==> src/rtl/phase_pkg.sv <==
`default_nettype none
// +----------------------------------------------------------------------------+
// | Module      : phase_pkg                                                    |
// | Description : Shared phase-format constants and helpers for the phase      |
// |               accumulators feeding the CORDIC rotator (Q3.(M-3) signed).   |
// | Revision    : 1.0                                                          |
// +----------------------------------------------------------------------------+
package phase_pkg;

  // Phase / step word width and channel count.
  localparam int M  = 32;
  localparam int CH = 4;
  localparam int CW = $clog2(CH);
  // Internal sum width: two guard bits so acc + step never overflows.
  localparam int MW = M + 2;

  // pi scaled by 2^(M-3), and 2*pi at the wide sum width.
  localparam logic signed [M-1:0]  PI     = 32'sh6487ED51;
  localparam logic signed [MW-1:0] PI_W   = MW'(PI);
  localparam logic signed [MW-1:0] TWO_PI = PI_W + PI_W;

  // Saturate a step value to [-PI, PI].
  function automatic logic [M-1:0] clamp_step(input logic [M-1:0] v);
    logic signed [M-1:0] s;
    logic [M-1:0]        r;
    s = signed'(v);
    r = v;
    if (s > PI) begin
      r = PI;
    end else if (s < -PI) begin
      r = -PI;
    end
    return r;
  endfunction

  // A loaded phase must lie in [-PI, PI); anything else is replaced by zero.
  function automatic logic [M-1:0] phase_load(input logic [M-1:0] v);
    logic signed [M-1:0] s;
    logic [M-1:0]        r;
    s = signed'(v);
    r = '0;
    if ((s >= -PI) && (s < PI)) begin
      r = v;
    end
    return r;
  endfunction

endpackage
`default_nettype wire

==> src/rtl/phase_wrap.sv <==
`default_nettype none
// +----------------------------------------------------------------------------+
// | Module      : phase_wrap                                                   |
// | Description : Combinational phase add with single-step wrap to [-PI, PI).  |
// | Revision    : 1.0                                                          |
// +----------------------------------------------------------------------------+
module phase_wrap #(
  parameter int             M      = 32,
  parameter logic [M-1:0]   PI     = 32'h6487ED51,
  parameter logic [M+1:0]   TWO_PI = 34'h0C90FDAA2
) (
  input  logic [M-1:0] acc_i,
  input  logic [M-1:0] step_i,
  output logic [M-1:0] nxt_o,
  output logic         wrap_o
);

  localparam int                    SW       = M + 2;
  localparam logic signed [SW-1:0]  PI_W     = signed'({2'b00, PI});
  localparam logic signed [SW-1:0]  NEG_PI_W = -PI_W;
  // The corrected result is truncated to M bits, so the correction itself can
  // be done modulo 2^M.
  localparam logic [M-1:0]          TWO_PI_M = TWO_PI[M-1:0];

  logic signed [SW-1:0] sum_w;

  assign sum_w = signed'({{2{acc_i[M-1]}}, acc_i}) + signed'({{2{step_i[M-1]}}, step_i});

  // One correction is enough because |step| <= PI and acc is in [-PI, PI).
  always_comb begin
    nxt_o  = sum_w[M-1:0];
    wrap_o = 1'b0;
    if (sum_w >= PI_W) begin
      nxt_o  = sum_w[M-1:0] - TWO_PI_M;
      wrap_o = 1'b1;
    end else if (sum_w < NEG_PI_W) begin
      nxt_o  = sum_w[M-1:0] + TWO_PI_M;
      wrap_o = 1'b1;
    end
  end

endmodule
`default_nettype wire

==> src/rtl/phase_acc_mc.sv <==
`default_nettype none
// +----------------------------------------------------------------------------+
// | Module      : phase_acc_mc                                                 |
// | Description : Time-interleaved multi-channel phase accumulator with a      |
// |               registered valid/ready output toward the CORDIC stage.       |
// | Revision    : 1.0                                                          |
// +----------------------------------------------------------------------------+
module phase_acc_mc
  import phase_pkg::*;
(
  input  logic          clk_i,
  input  logic          rst_ni,
  input  logic          en_i,
  input  logic          cfg_we_i,
  input  logic          cfg_sel_i,
  input  logic [CW-1:0] cfg_ch_i,
  input  logic [M-1:0]  cfg_data_i,
  output logic          out_valid_o,
  input  logic          out_ready_i,
  output logic [CW-1:0] out_ch_o,
  output logic [M-1:0]  phase_o,
  output logic          wrap_o
);

  logic [M-1:0]  step_q [CH];
  logic [M-1:0]  step_d [CH];
  logic [M-1:0]  acc_q  [CH];
  logic [M-1:0]  acc_d  [CH];
  logic [CW-1:0] ch_ptr_q;

  logic          out_valid_q;
  logic [CW-1:0] out_ch_q;
  logic [M-1:0]  phase_q;
  logic          wrap_q;

  logic          adv_w;
  logic [M-1:0]  nxt_w;
  logic          wrap_w;

  // Advance only when the output register is empty or being drained.
  assign adv_w = en_i & (~out_valid_q | out_ready_i);

  phase_wrap #(
    .M      (M),
    .PI     (PI),
    .TWO_PI (TWO_PI)
  ) u_wrap (
    .acc_i  (acc_q[ch_ptr_q]),
    .step_i (step_q[ch_ptr_q]),
    .nxt_o  (nxt_w),
    .wrap_o (wrap_w)
  );

  // Next state of the per-channel arrays; a phase load overrides the accumulate.
  always_comb begin
    for (int i = 0; i < CH; i++) begin
      step_d[i] = step_q[i];
      acc_d[i]  = acc_q[i];
    end
    if (adv_w) begin
      acc_d[ch_ptr_q] = nxt_w;
    end
    if (cfg_we_i) begin
      if (cfg_sel_i) begin
        acc_d[cfg_ch_i] = phase_load(cfg_data_i);
      end else begin
        step_d[cfg_ch_i] = clamp_step(cfg_data_i);
      end
    end
  end

  // Per-channel step and accumulator registers.
  always_ff @(posedge clk_i or negedge rst_ni) begin
    if (!rst_ni) begin
      for (int i = 0; i < CH; i++) begin
        step_q[i] <= '0;
        acc_q[i]  <= '0;
      end
    end else begin
      for (int i = 0; i < CH; i++) begin
        step_q[i] <= step_d[i];
        acc_q[i]  <= acc_d[i];
      end
    end
  end

  // Round-robin pointer and output register with valid/ready handshake.
  always_ff @(posedge clk_i or negedge rst_ni) begin
    if (!rst_ni) begin
      ch_ptr_q    <= '0;
      out_valid_q <= 1'b0;
      out_ch_q    <= '0;
      phase_q     <= '0;
      wrap_q      <= 1'b0;
    end else if (adv_w) begin
      ch_ptr_q    <= ch_ptr_q + CW'(1);
      out_valid_q <= 1'b1;
      out_ch_q    <= ch_ptr_q;
      phase_q     <= nxt_w;
      wrap_q      <= wrap_w;
    end else if (out_ready_i) begin
      out_valid_q <= 1'b0;
    end
  end

  assign out_valid_o = out_valid_q;
  assign out_ch_o    = out_ch_q;
  assign phase_o     = phase_q;
  assign wrap_o      = wrap_q;

endmodule
`default_nettype wire

==> config.mk <==
export PLATFORM = sky130hd
export DESIGN_NAME = phase_acc_mc
export DESIGN_NICKNAME = d
export VERILOG_FILES = /design/src/rtl/phase_pkg.sv /design/src/rtl/phase_wrap.sv /design/src/rtl/phase_acc_mc.sv
export SDC_FILE = /design/constraint.sdc
export NUM_CORES = 1
export LEC_CHECK = 0
export CORE_MARGIN = 2
export CORE_UTILIZATION = 40
export CTS_BUF_LIST = sky130_fd_sc_hd__clkbuf_8
export CTS_CLUSTER_SIZE = 10
export DETAILED_ROUTE_END_ITERATION = 10
export PLACE_DENSITY = 0.6
export SLEW_MARGIN = 0
export SYNTH_ARGS = -nofsm -noshare
export SYNTH_HDL_FRONTEND = slang
export SYNTH_HIERARCHICAL = 1
export SYNTH_SLANG_ARGS = --single-unit
==> constraint.sdc <==
create_clock -name clk_i -period 12.5 [get_ports clk_i]
set_input_delay 1.875 -clock clk_i [delete_from_list [all_inputs] [get_ports clk_i]]
set_output_delay 1.875 -clock clk_i [all_outputs]
set_load 0.05 [all_outputs]
==> run_1/met1.png <==
Scale bar: 50 µm.
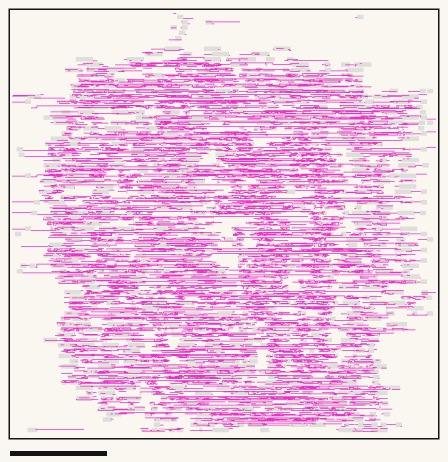
1,773 nets have wire on it. The layer holds 45% of the routed length. The layer carries 26.3 mm of wire. The wires run mostly horizontal.

==> run_1/met2.png <==
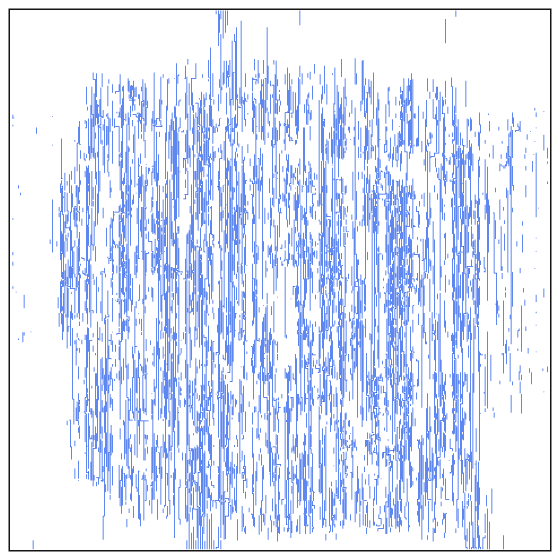
The longest straight run is 92.5 µm. 1,559 nets have wire on it.
Routed WL: 58,020 µm
grt met2 use: 38.50%
vias: 14,790

==> qor.csv, run 1 <==
metric,value,unit
status,completed,
Hold Buf Count CTS,0,
gate count after technology mapping,1764,
number of synthesized register bits,294,
dominant register cell,sky130_fd_sc_hd__dfrtp_1,
yosys stat chip area,18630,µm²
DR iter-0 viols,1164,
final antenna diode count,0,
number of standard cells reported by yosys,1764,
buffer cell driving the clock tree root,sky130_fd_sc_hd__clkbuf_8,
class of the tightest hold or removal check,reg2reg,
most frequent logic cell in the layout,sky130_fd_sc_hd__dfrtp_1,
Pins Over Slew Limit,0,
I/O pin total,76,
R2R setup slack,5.17,ns
Layout Skew,0.03741,ns
detailed-placement wirelength estimate,39320,µm
count of endpoints failing hold in the final timing report,0,
row cnt,79,
highest net fanout along the worst path,39,
dpl cell area,19870,µm²
WL per Instance,23.82,µm
post-route minimum period,7.331,ns
Nets,1875,
CTS Buffer Depth,3,
tool warnings,35,
clk ins delay skew pair,0.66,ns
==> run_1/met3.png <==
Scale bar: 50 µm.
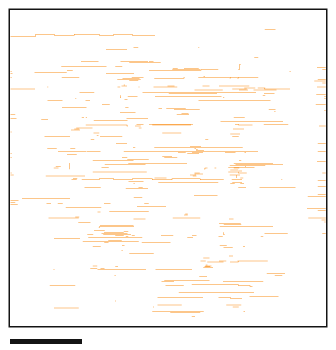
204 nets have wire on it. The wires run mostly horizontal. The longest straight run is 92.9 µm. The layer holds 5.9% of the routed length. The layer carries 3,400 µm of wire.

run 1: flip-flops by register name, indices dropped and copies added (netlist names):
| name | cells |
|---|---|
| acc_q | 128 |
| ch_ptr_q | 2 |
| out_ch_o | 2 |
| out_valid_o | 1 |
| phase_o | 32 |
| step_q | 128 |
| wrap_o | 1 |
run 1: cell usage after synthesis, drive strengths merged (18+ instances only):
cell	n	area share (%)
nor2	131	2.7
dfrtp	294	39
buf	47	1.5
nand3	25	0.67
o21ai	36	0.99
nor3	21	0.59
a21oi	55	1.6
o2bb2ai	33	1.6
ha	40	2.7
xnor2	44	2.2
mux2i	221	12
nand2	219	4.4
mux4	64	7.7
nand2b	22	0.74
a21o	19	0.77
inv	18	0.36
clkbuf	79	1.6
o211ai	71	3.8
nand4	37	1.3
a211oi	80	3.6
run 1: path summary, 6_finish.rpt:
path | startpoint | endpoint | cells after the start
max reg2reg | ch_ptr_q[0] | acc_q[86] | 16
max in group asynchronous | rst_ni | acc_q[80] | 2
min reg2reg | phase_o[12] | phase_o[12] | 2
min | phase_o[12] | phase_o[12] | 2
max | ch_ptr_q[0] | acc_q[86] | 16
min in group asynchronous | rst_ni | step_q[98] | 1
run 1: kinds of logic after synthesis:
kind of cell	count (synthesis)	synth area share [%]
xor gates and xnor gates	55	2.787
adders and majority gates	41	2.794
muxes	286	19.67
and+or+nand+nor	539	13.59
buffers and inverters	145	3.425
AOI/OAI and AO/OA	404	18.24
DFF	294	39.49
run 1: per-layer routing:
layer / vias up / global-route usage [%] / share of wire (%)
li1: 6699 / - / -
met2: 522 / 38.50 / 46
met3: 96 / 3.658 / 5.9
met4: 0 / 8.523 / 3.0
met5: - / 0 / 0
met1: 7470 / 34.73 / 45
run 1: worst max-delay path, cell delays in order, from the launching register on:
cell and delay (ns):
sky130_fd_sc_hd__dfrtp_4 0.83, sky130_fd_sc_hd__buf_4 0.78, sky130_fd_sc_hd__mux4_2 0.68, sky130_fd_sc_hd__ha_1 0.41, sky130_fd_sc_hd__nand2_1 0.25, sky130_fd_sc_hd__o21ai_0 0.17, sky130_fd_sc_hd__a311oi_1 0.55, sky130_fd_sc_hd__nor2_1 0.11
sky130_fd_sc_hd__a211oi_2 0.58, sky130_fd_sc_hd__nor2_1 0.14, sky130_fd_sc_hd__a2111oi_2 0.43, sky130_fd_sc_hd__o41ai_2 0.21, sky130_fd_sc_hd__a21oi_4 0.85, sky130_fd_sc_hd__a31oi_1 0.23, sky130_fd_sc_hd__xnor2_1 0.64, sky130_fd_sc_hd__mux2i_1 0.16
sky130_fd_sc_hd__o2bb2ai_1 0.17
run 1: cell type report:
class | count | area (µm²) | share of cell area (%)
clock buffer | 64 | 880.8 | 4.216
clock inverter | 25 | 142.6 | 0.6826
inverter | 19 | 71.32 | 0.3413
multi-input combinational | 1325 | 10710 | 51.25
sequential | 294 | 7362 | 35.23
tap | 607 | 759.5 | 3.635
timing repair buffer | 102 | 970.9 | 4.647
==> run_1/met4.png <==
Scale bar: 50 µm.
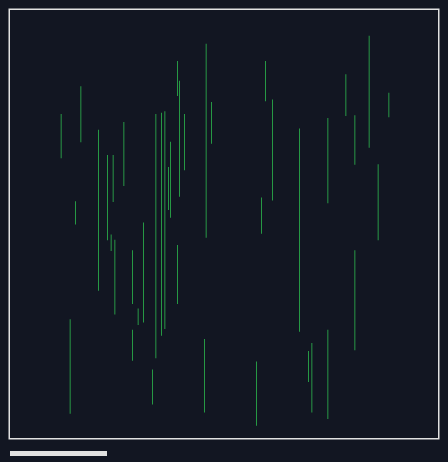

==> run 2: changes to the inputs <==
==> constraint.sdc (replaced) <==
create_clock -name clk_i -period 7 [get_ports clk_i]
set_input_delay 1.05 -clock clk_i [delete_from_list [all_inputs] [get_ports clk_i]]
set_output_delay 1.05 -clock clk_i [all_outputs]
set_load 0.05 [all_outputs]
==> run_2/met4.png <==
Scale bar: 50 µm.
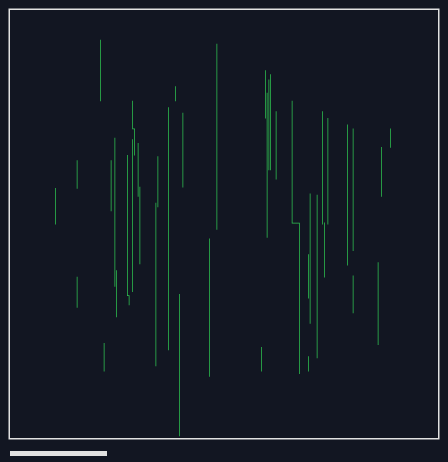
The layer holds 3.3% of the routed length. 30 nets have wire on it. The wires run mostly vertical. The longest straight run is 124 µm.
Routed WL: 58,610 µm
vias: 14,890

==> qor.csv, run 2 <==
metric,value,unit,change
number of synthesized register bits,294,,unchanged
Nets,1904,,+1.5%
tool warnings,35,,unchanged
post-route minimum period,6.458,ns,-0.8731 ns
Post-Synth Adder-Cell Area,2.794,%,unchanged
largest area contributor in the netlist,sky130_fd_sc_hd__dfrtp_1,,
buffer cell driving the clock tree root,sky130_fd_sc_hd__clkbuf_8,,
area of all sequential standard cells,7362,µm²,unchanged
XOR/XNOR Area Share,2.787,%,unchanged
row cnt,79,,unchanged
Hold Buf Count CTS,0,,unchanged
largest family of logic cells by area,multiplexers,,
area occupied by multi-input gates,10690,µm²,-0.21%
detailed-placement wirelength estimate,41080,µm,+4.5%
area share of the leading cell type in the synthesized netlist,39.49,%,unchanged
most frequent logic cell in the layout,sky130_fd_sc_hd__dfrtp_1,,
"area fraction in and, or, nand and nor cells after synthesis",13.59,%,unchanged
I/O pin total,76,,unchanged
dominant register cell,sky130_fd_sc_hd__dfrtp_1,,
status,completed,,
clk ins delay skew pair,0.65,ns,about the same
gate count after technology mapping,1764,,unchanged
CTS Buffer Depth,3,,unchanged
count of endpoints failing hold in the final timing report,0,,unchanged
Mux area share,19.67,%,unchanged
Layout Skew,0.03688,ns,-0.0005375 ns
"count leader, synth",sky130_fd_sc_hd__dfrtp_1,,
DR iter-0 viols,1271,,+9.2%
## run 2: cell counts after synthesis
Identical to the previous run, type by type.
## run 2: metal layers
layer / up-vias / wire [µm] / GRT usage [%]
met3: 87 / 3399 / 3.823
met1: 7527 / 26600 / 34.78
li1: 6765 / - / -
met2: 507 / 26680 / 38.42
met5: - / 0 / 0
met4: 0 / 1924 / 9.105
## run 2: area by class of cell
cell class / instances / area share, %
multi-input cells: 1325 / 50.39
flip-flops and latches: 294 / 34.72
well taps: 607 / 3.582
clock inverters: 26 / 0.6667
inverters: 19 / 0.3363
repair buffers: 130 / 5.688
diodes: 1 / 0.01180
clock buffers: 71 / 4.608
## run 2: per-stage QoR
stage | instances | area (µm²) | setup slack, ns | utilization (%)
3_3_place_gp | 2375 | 20080 | 0.7117 | 43.42
5_1_grt | 2473 | 21210 | 0.06798 | 45.84
3_5_place_dp | 2375 | 20080 | 0.6511 | 43.42
2_1_floorplan | 1764 | 18630 | 1.269 | -
4_1_cts | 2472 | 21200 | 0.6243 | 45.83
6_report | 2473 | 21210 | 0.5424 | 45.84
## run 2: cells by family (layout without fill, tap and decap cells)
group	Yosys count	in the layout
compound gates	404	404
xor+xnor	55	55
fa+ha+maj	41	41
buf+inv	145	246
flops	294	294
mux	286	286
other cells	0	1
simple gates	539	539
## run 2: path summary, 6_finish.rpt
path,start,end,slack (ns),cells past startpoint
worst max-delay path,ch_ptr_q[0],acc_q[20],0.54,16
worst min-delay path,phase_o[19],phase_o[19],0.47,2
worst max register to register,ch_ptr_q[0],acc_q[20],0.54,16
worst min register to register,phase_o[19],phase_o[19],0.47,2
max in group asynchronous,rst_ni,phase_o[15],4.95,2
min in group asynchronous,rst_ni,step_q[34],0.49,1
## run 2: worst max-delay path: stages (launching register included)
cell and delay [ns]:
sky130_fd_sc_hd__dfrtp_4 0.80, sky130_fd_sc_hd__buf_4 0.40, sky130_fd_sc_hd__mux4_2 0.55, sky130_fd_sc_hd__ha_1 0.40, sky130_fd_sc_hd__a21oi_1 0.21, sky130_fd_sc_hd__o21ai_0 0.29
sky130_fd_sc_hd__a311oi_4 0.52, sky130_fd_sc_hd__o211ai_4 0.17, sky130_fd_sc_hd__a41oi_1 0.42, sky130_fd_sc_hd__xor2_1 0.44, sky130_fd_sc_hd__a21o_1 0.22, sky130_fd_sc_hd__nand2_1 0.16
sky130_fd_sc_hd__nor2_2 0.56, sky130_fd_sc_hd__a22oi_2 0.18, sky130_fd_sc_hd__xnor2_1 0.70, sky130_fd_sc_hd__mux2i_1 0.16, sky130_fd_sc_hd__o2bb2ai_1 0.18
==> run_2/final_clocks.png <==
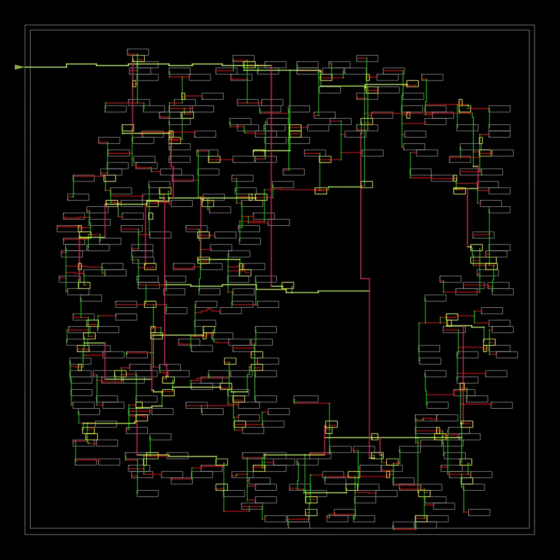

==> run 3: changes to the inputs <==
--- a/config.mk
+++ b/config.mk
@@ -5,14 +5,15 @@
 export SDC_FILE = /design/constraint.sdc
 export NUM_CORES = 1
 export LEC_CHECK = 0
+export CAP_MARGIN = 20
 export CORE_MARGIN = 2
 export CORE_UTILIZATION = 40
 export CTS_BUF_LIST = sky130_fd_sc_hd__clkbuf_8
+export CTS_CLUSTER_DIAMETER = 50
 export CTS_CLUSTER_SIZE = 10
 export DETAILED_ROUTE_END_ITERATION = 10
-export PLACE_DENSITY = 0.6
+export PLACE_DENSITY = 0.61
 export SLEW_MARGIN = 0
 export SYNTH_ARGS = -nofsm -noshare
 export SYNTH_HDL_FRONTEND = slang
-export SYNTH_HIERARCHICAL = 1
 export SYNTH_SLANG_ARGS = --single-unit
==> run_3/final_clocks.png <==
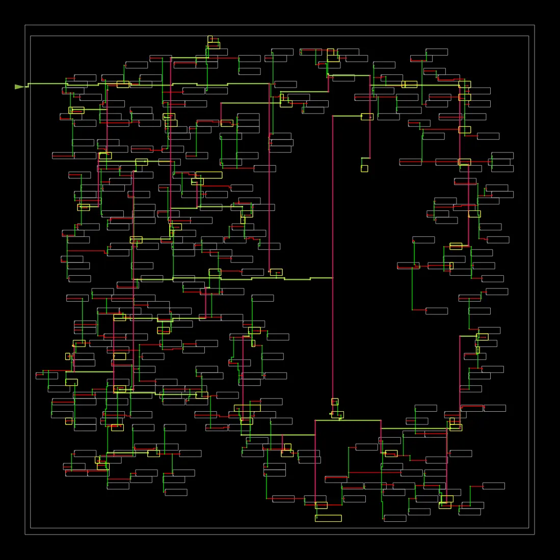
Layout Skew: 0.04113 ns
number of clock buffer instances in the layout: 45

==> qor.csv, run 3 <==
metric,value,unit,change
R2R setup slack,0.75,ns,+0.20 ns
minimum setup slack in the final design,0.7454,ns,+0.2030 ns
buffer and inverter count on the worst path,2,,+1
DR iter-0 viols,1812,,+43%
pre-CTS setup slack,0.8508,ns,+0.1998 ns
launch point of the worst reg-to-reg path,ch_ptr_q[0],,
most frequent logic cell in the layout,sky130_fd_sc_hd__nand2_1,,
number of synthesized register bits,294,,unchanged
area occupied by multi-input gates,9684,µm²,-9.4%
I/O pin total,76,,unchanged
largest area contributor in the netlist,sky130_fd_sc_hd__dfrtp_1,,
height of the chip,214.0,µm,
clk ins delay skew pair,0.64,ns,about the same
Routed WL,60300,µm,+2.9%
XOR/XNOR Area Share,2.717,%,-0.071 points
final antenna diode count,0,,-1
"count leader, synth",sky130_fd_sc_hd__nand2_1,,
top cell family by delay on the critical path,AND-OR/OR-AND gates,,
gate count after technology mapping,1952,,+11%
Mux area share,8.412,%,-11 points
count of placed standard cells including taps,2530,,+6.5%
total non-filler cell area in the finished layout,19850,µm²,-6.4%
detailed-placement wirelength estimate,41560,µm,+1.2%
largest family of logic cells by area,AND-OR/OR-AND gates,,
Post-Synth Adder-Cell Area,2.951,%,+0.16 points
Hold Buf Count CTS,0,,unchanged
"area fraction in and, or, nand and nor cells after synthesis",19.87,%,+6.3 points
row cnt,76,,-3.8%
"slowest stage cell, crit path",sky130_fd_sc_hd__dfrtp_4,,
status,completed,,
kind of launch point of the worst setup path,flop,,
CTS Buffer Depth,3,,unchanged
number of cell instances on the worst register-to-register path,17,,+1
core utilization of the finished layout,45.88,%,about the same
"slowest stage delay, CP",0.75,ns,-0.05 ns
vias,15940,,+7.1%
dpl cell area,19050,µm²,-5.1%
area of all sequential standard cells,7362,µm²,unchanged
count of endpoints failing hold in the final timing report,0,,unchanged
run 3: worst max path at each step:
stage / start / to / slack (ns) / depth (start not counted)
floorplan: ch_ptr_q[0] / acc_q[17] / 1.58 / 19
detailed placement: ch_ptr_q[0] / acc_q[62] / 0.85 / 17
global route: ch_ptr_q[0] / acc_q[6] / 0.21 / 17
finish: ch_ptr_q[0] / acc_q[70] / 0.75 / 17
global placement: ch_ptr_q[0] / acc_q[30] / 0.86 / 17
CTS: ch_ptr_q[0] / acc_q[62] / 0.82 / 17
run 3: layer usage:
metal | vias up | GRT usage, % | share of wire [%]
li1 | 7205 | - | -
met1 | 7897 | 37.96 | 44
met2 | 722 | 39.51 | 45
met3 | 114 | 4.331 | 8.4
met4 | 0 | 9.510 | 3.1
met5 | - | 0 | 0
run 3: cell type report:
cell class                      instances  area share (%)
Timing Repair Buffer                  131           6.051
Clock buffer                           45           3.120
Tap cell                              585           3.688
Multi-Input combinational cell       1501           48.79
Inverter                               19          0.3593
Sequential cell                       294           37.09
Clock inverter                         20          0.9014
run 3: kinds of logic (layout without fill, tap and decap cells):
group | after synthesis | in the layout
and+or+nand+nor | 751 | 751
AOI/OAI and AO/OA | 591 | 591
buffers and inverters | 157 | 215
adders and majority gates | 41 | 41
xor gates and xnor gates | 50 | 50
muxes | 68 | 68
DFF | 294 | 294
